**src/rtl/cn_min_sched.sv**
```systemverilog
// -----------------------------------------------------------------------------
// cn_min_sched
//   Serial check-node minimum scheduler for a layered min-sum LDPC decoder.
//   It takes one variable-to-check magnitude/sign pair per accepted beat for a
//   single parity-check row. Across the row it tracks the smallest magnitude
//   (min1), the second-smallest (min2), the arrival index of min1, and the XOR
//   of all signs. The row result is then offered downstream through a
//   valid/ready handshake.
//
//   Optional build macro: CN_OFFSET_MINSUM_EN
//     defined   -> min1/min2 outputs are max(value-1, 0) (offset min-sum,
//                  beta = 1). Tracking and comparisons still use raw values.
//     undefined -> plain min-sum; the raw min1/min2 values are output.
//
// Ports
//   clk        in   clock, all logic on the rising edge
//   rst_n      in   synchronous active-low reset
//   start      in   begin a new row (only sampled in IDLE)
//   deg        in   row degree, sampled with start; legal range 2..DMAX
//   in_valid   in   input message valid
//   in_ready   out  high in ACCUM
//   in_mag     in   unsigned message magnitude (NOB+1 bits)
//   in_sgn     in   message sign, 1 = negative
//   out_valid  out  row result valid (high in DONE)
//   out_ready  in   downstream accepts the result
//   min1       out  smallest magnitude of the row
//   min2       out  second-smallest magnitude of the row
//   min1_idx   out  0-based arrival position of min1
//   sgn_prod   out  XOR of all signs of the row
//   busy       out  high in ACCUM or DONE
//   err        out  one-cycle pulse after a start with an illegal degree
// -----------------------------------------------------------------------------
module cn_min_sched #(
  parameter int NOB  = 4,
  parameter int DMAX = 19,
  parameter int IDXW = 5
) (
  input  logic            clk,
  input  logic            rst_n,
  input  logic            start,
  input  logic [IDXW-1:0] deg,
  input  logic            in_valid,
  output logic            in_ready,
  input  logic [NOB:0]    in_mag,
  input  logic            in_sgn,
  output logic            out_valid,
  input  logic            out_ready,
  output logic [NOB:0]    min1,
  output logic [NOB:0]    min2,
  output logic [IDXW-1:0] min1_idx,
  output logic            sgn_prod,
  output logic            busy,
  output logic            err
);

  typedef enum logic [1:0] {
    ST_IDLE  = 2'd0,
    ST_ACCUM = 2'd1,
    ST_DONE  = 2'd2
  } state_t;

  localparam logic [IDXW-1:0] DEG_MIN = IDXW'(2);
  localparam logic [IDXW-1:0] DEG_MAX = IDXW'(DMAX);

  state_t          state_q, state_d;
  logic [IDXW-1:0] deg_q, deg_d;
  logic [IDXW-1:0] cnt_q, cnt_d;
  logic [NOB:0]    min1_q, min1_d;
  logic [NOB:0]    min2_q, min2_d;
  logic [IDXW-1:0] idx_q, idx_d;
  logic            sgn_q, sgn_d;
  logic            err_q, err_d;

  logic deg_legal;
  logic beat;

  assign deg_legal = (deg >= DEG_MIN) && (deg <= DEG_MAX);
  // in_ready is high exactly in ACCUM, so a beat is in_valid while accumulating.
  assign beat      = in_valid && (state_q == ST_ACCUM);

  always_comb begin
    state_d = state_q;
    deg_d   = deg_q;
    cnt_d   = cnt_q;
    min1_d  = min1_q;
    min2_d  = min2_q;
    idx_d   = idx_q;
    sgn_d   = sgn_q;
    err_d   = 1'b0;

    case (state_q)
      ST_IDLE: begin
        if (start) begin
          if (deg_legal) begin
            deg_d   = deg;
            cnt_d   = '0;
            min1_d  = '1;
            min2_d  = '1;
            idx_d   = '0;
            sgn_d   = 1'b0;
            state_d = ST_ACCUM;
          end else begin
            err_d = 1'b1;
          end
        end
      end

      ST_ACCUM: begin
        if (beat) begin
          // Strict less-than: an equal magnitude never displaces min1, so the
          // earliest minimum keeps its index, but it can still become min2.
          if (in_mag < min1_q) begin
            min2_d = min1_q;
            min1_d = in_mag;
            idx_d  = cnt_q;
          end else if (in_mag < min2_q) begin
            min2_d = in_mag;
          end
          sgn_d = sgn_q ^ in_sgn;
          cnt_d = cnt_q + 1'b1;
          if (cnt_q == deg_q - 1'b1) begin
            state_d = ST_DONE;
          end
        end
      end

      ST_DONE: begin
        if (out_ready) begin
          state_d = ST_IDLE;
        end
      end

      default: state_d = ST_IDLE;
    endcase
  end

  always_ff @(posedge clk) begin
    if (!rst_n) begin
      state_q <= ST_IDLE;
      deg_q   <= '0;
      cnt_q   <= '0;
      min1_q  <= '1;
      min2_q  <= '1;
      idx_q   <= '0;
      sgn_q   <= 1'b0;
      err_q   <= 1'b0;
    end else begin
      state_q <= state_d;
      deg_q   <= deg_d;
      cnt_q   <= cnt_d;
      min1_q  <= min1_d;
      min2_q  <= min2_d;
      idx_q   <= idx_d;
      sgn_q   <= sgn_d;
      err_q   <= err_d;
    end
  end

  assign in_ready  = (state_q == ST_ACCUM);
  assign out_valid = (state_q == ST_DONE);
  assign busy      = (state_q != ST_IDLE);
  assign err       = err_q;
  assign min1_idx  = idx_q;
  assign sgn_prod  = sgn_q;

`ifdef CN_OFFSET_MINSUM_EN
  // Offset of one with saturation at zero, applied only on the way out.
  assign min1 = (min1_q == '0) ? '0 : min1_q - 1'b1;
  assign min2 = (min2_q == '0) ? '0 : min2_q - 1'b1;
`else
  assign min1 = min1_q;
  assign min2 = min2_q;
`endif

endmodule

```
**config.mk**
```make
export PLATFORM = sky130hd
export DESIGN_NAME = cn_min_sched
export DESIGN_NICKNAME = d
export VERILOG_FILES = /design/src/rtl/cn_min_sched.sv
export SDC_FILE = /design/constraint.sdc
export NUM_CORES = 1
export LEC_CHECK = 0
export CORE_ASPECT_RATIO = 1.75
export CORE_UTILIZATION = 50
export DETAILED_ROUTE_END_ITERATION = 10
export GPL_ROUTABILITY_DRIVEN = 1
export PLACE_DENSITY = 0.79
export SLEW_MARGIN = 40
export SYNTH_ARGS = -nofsm -noshare
export SYNTH_HDL_FRONTEND = slang
export SYNTH_SLANG_ARGS = --single-unit
```
**constraint.sdc**
```tcl
create_clock -name clk -period 3.43 [get_ports clk]
set_clock_uncertainty 0.2 [all_clocks]
set_input_delay 0.343 -clock clk [delete_from_list [all_inputs] [get_ports clk]]
set_output_delay 0.343 -clock clk [all_outputs]
set_load 0.05 [all_outputs]
```
==> results.py <==
# Generated from Yosys and OpenROAD reports
metrics = {
    "status": {
        "outcome": "completed",
    },
    "worst_setup_path": {
        "reg2reg_depth": 8,
        "max_stage_delay_ps": 910,
        "crit_arrival_ps": 2260,
        "crit_end": "in_ready",
        "critPathLaunch": "state_q[0]",
        "cp_max_fo": 10,
        "path_cells": "nor2b_1 > clkdlybuf4s50_1",
        "path_class": "reg2out",
        "rrSetupSlack_ps": 980,
        "crit_path_start_kind": "flip-flop",
        "cp-end-kind": "primary output",
        "cp.required_ps": 2890,
    },
    "final_timing": {
        "finalSetupViolCount": 0,
        "maxSlewHeadroom": 0.566,
        "timing.fmax_mhz": 356,
        "timing.final.ws_setup_ps": 623,
        "rsz0062_at_grt": "false",
        "slew_violations": 0,
        "hold_slack_ps": 263,
        "hold_violations": 0,
        "period_needed_ps": 2810,
        "fin_tns_setup_ps": 0,
    },
    "layout": {
        "clk_share": 0.0474,
        "instances_no_fill": 270,
        "fill_cells": 268,
        "drive_gt1_frac": 0.0925,
        "seq_share": 0.272,
        "finalInstanceArea_mm2": 0.00214,
        "inv_count": 10,
        "comb_cells": 143,
        "dominant_cells": "multi-input combinational cells",
        "num-clock-buffers": 7,
        "comb_share": 0.469,
        "nets": 252,
    },
    "grt": {
        "grt_pass1_wl_um": 6930,
        "grt_max_degree": 28,
        "grt-busiest-layer": "met2",
        "grt_use_met2": 0.492,
        "grtUsageMet3": 0.0455,
        "grt_usage": 0.261,
        "antenna_found_initial": 0,
        "grt_pass1_vias": 1602,
    },
    "synthesis": {
        "avgSynthCellArea_um2": 8.82,
        "synth_stat.cells": 193,
        "yosys_warnings": 0,
        "synth_area_mm2": 0.00170,
        "synthFlopType": "dfxtp_1",
        "yosysTopAreaCell": "dfxtp_1",
        "async_reset_ff_frac": 0,
        "postSynthSeqShare": 0.341,
        "syn_inst": 193,
        "synth_cell_types": 48,
        "synthesis.nets": 219,
        "edf_count": 0,
        "synth_flops": 29,
    },
    "placed_design": {
        "post-place-ws_ps": 473,
        "routabilityCongestion": 0.885,
        "detailed_place.area_mm2": 0.00203,
    },
    "pwr": {
        "total_power_w": 0.000797,
        "pg_comb_w": 0.000132,
        "switching_share": 0.268,
        "netSwitchingPower_w": 0.000214,
        "p_int_w": 0.000583,
        "ir_drop_uv": 300,
        "p_leak_nw": 0.867,
        "p_per_area_mw_per_mm2": 373,
    },
    "routing": {
        "met3_length_um": 219,
        "routed.top_layer": "met4",
        "antenna_left": 0,
        "via_per_inst": 5.90,
        "first_iter_violations": 42,
        "wl_per_cell_um": 15.7,
        "wl_met2_um": 2430,
        "drt_pre_antenna_iters": 4,
    },
    "clocking": {
        "clk_pin_slew_ps": 60,
        "cts_sinks": 29,
        "cts_tree": "done",
        "cts.repair.resized": 0,
        "ctsHoldBuffers": 0,
        "cts.htree.levels": 2,
    },
    "floorplan": {
        "fp_util": 0.531,
        "nWellTaps": 43,
        "dieArea_mm2": 0.00365,
        "pin_count": 36,
    },
    "hold_path": {
        "hp-class": "reg2reg",
        "worstHoldStart": "sgn_prod",
        "hold_path_end": "sgn_prod",
    },
    "flow_run": {
        "drv_cap": 0,
    },
}
[kinds of logic after synthesis]
kind of cell | after synthesis | share of synthesized area
AOI/OAI and AO/OA | 48 | 0.198
adders and majority gates | 10 | 0.0735
xor gates and xnor gates | 6 | 0.0309
DFF | 29 | 0.341
buffers and inverters | 21 | 0.0705
muxes | 6 | 0.0353
and+or+nand+nor | 73 | 0.251
[state kept, by name, indices dropped and copies added (netlist names)]
| signal | flops |
|---|---|
| err | 1 |
| state_q | 2 |
| min2 | 5 |
| sgn_prod | 1 |
| cnt_q | 5 |
| deg_q | 5 |
| min1 | 5 |
| min1_idx | 5 |
[worst max-delay path: cells and delay by family (launching register included)]
kind | cells | cell delay [ps]
buffers and inverters | 1 | 910
flip-flops | 1 | 570
AND/OR/NAND/NOR | 1 | 510
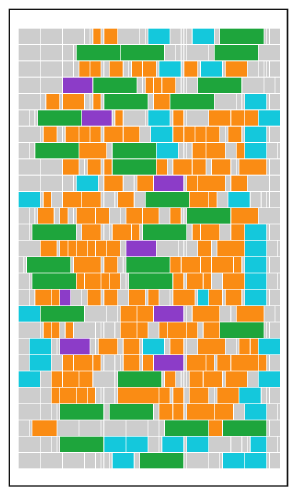
**Above:** cells colored by class.
(6 px per µm) Fill, decap, tap and diode cells in gray.
color	class	cells
green	flops	29
purple	clock drivers and dummy loads	8
orange	combinational and other logic	153
cyan	other buffers and delay cells	37

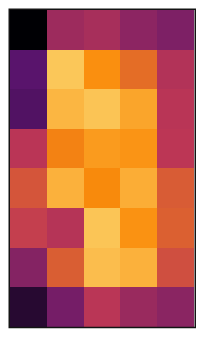
**Above:** placement density heat map.
(4 px per µm) 5 x 8 tiles, from black (low) to pale yellow (high), 0 to 100% covered.
fullest tile	88%
densest ninth of the die	middle
nearly empty tiles	2.5%
mean over tiles	57%
tiles over 75% full	33%

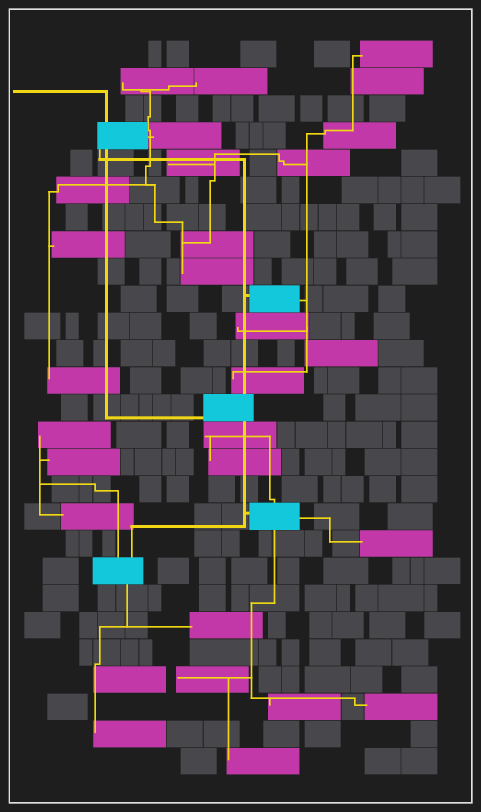
**Above:** clock network drawn from the DEF.
(10 px per µm)
[magenta] flip-flops | count: 29
[yellow] clock wires | length: 410 µm
[cyan] clock drivers | count: 5
routed clock nets	6
worst skew pair latency: 280 ps
Power Clock: 0.000311 W
Clk pwr share: 0.391

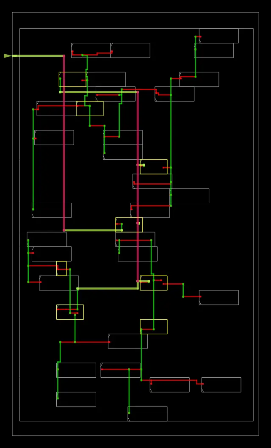
**Above:** clock wiring as the flow saved it.
Seq cells: 29
number of CTS-inserted buffers: 5

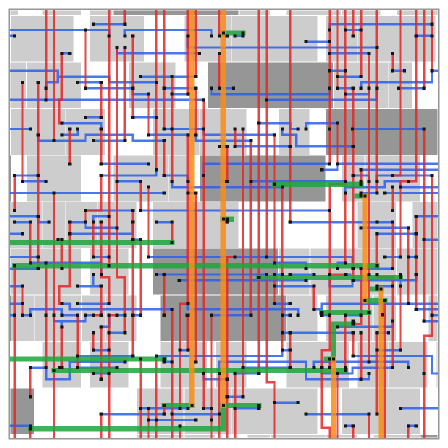
**Above:** zoomed window.
Region (11, 27) to (36, 52) µm. Cells in gray, sequential cells in the stronger gray; small squares are vias.
color	layer
green	metal 3
blue	metal 1
red	metal 2
orange	metal 4
most frequent	dfxtp_1 (5), o211ai_1 (4), nand2_1 (4)
sequential cells in the window	5
netlist names of flops here include	min1_idx (2)
cells with their middle in the window	55

No activity file was given, so power comes from the tool's default toggle rates.
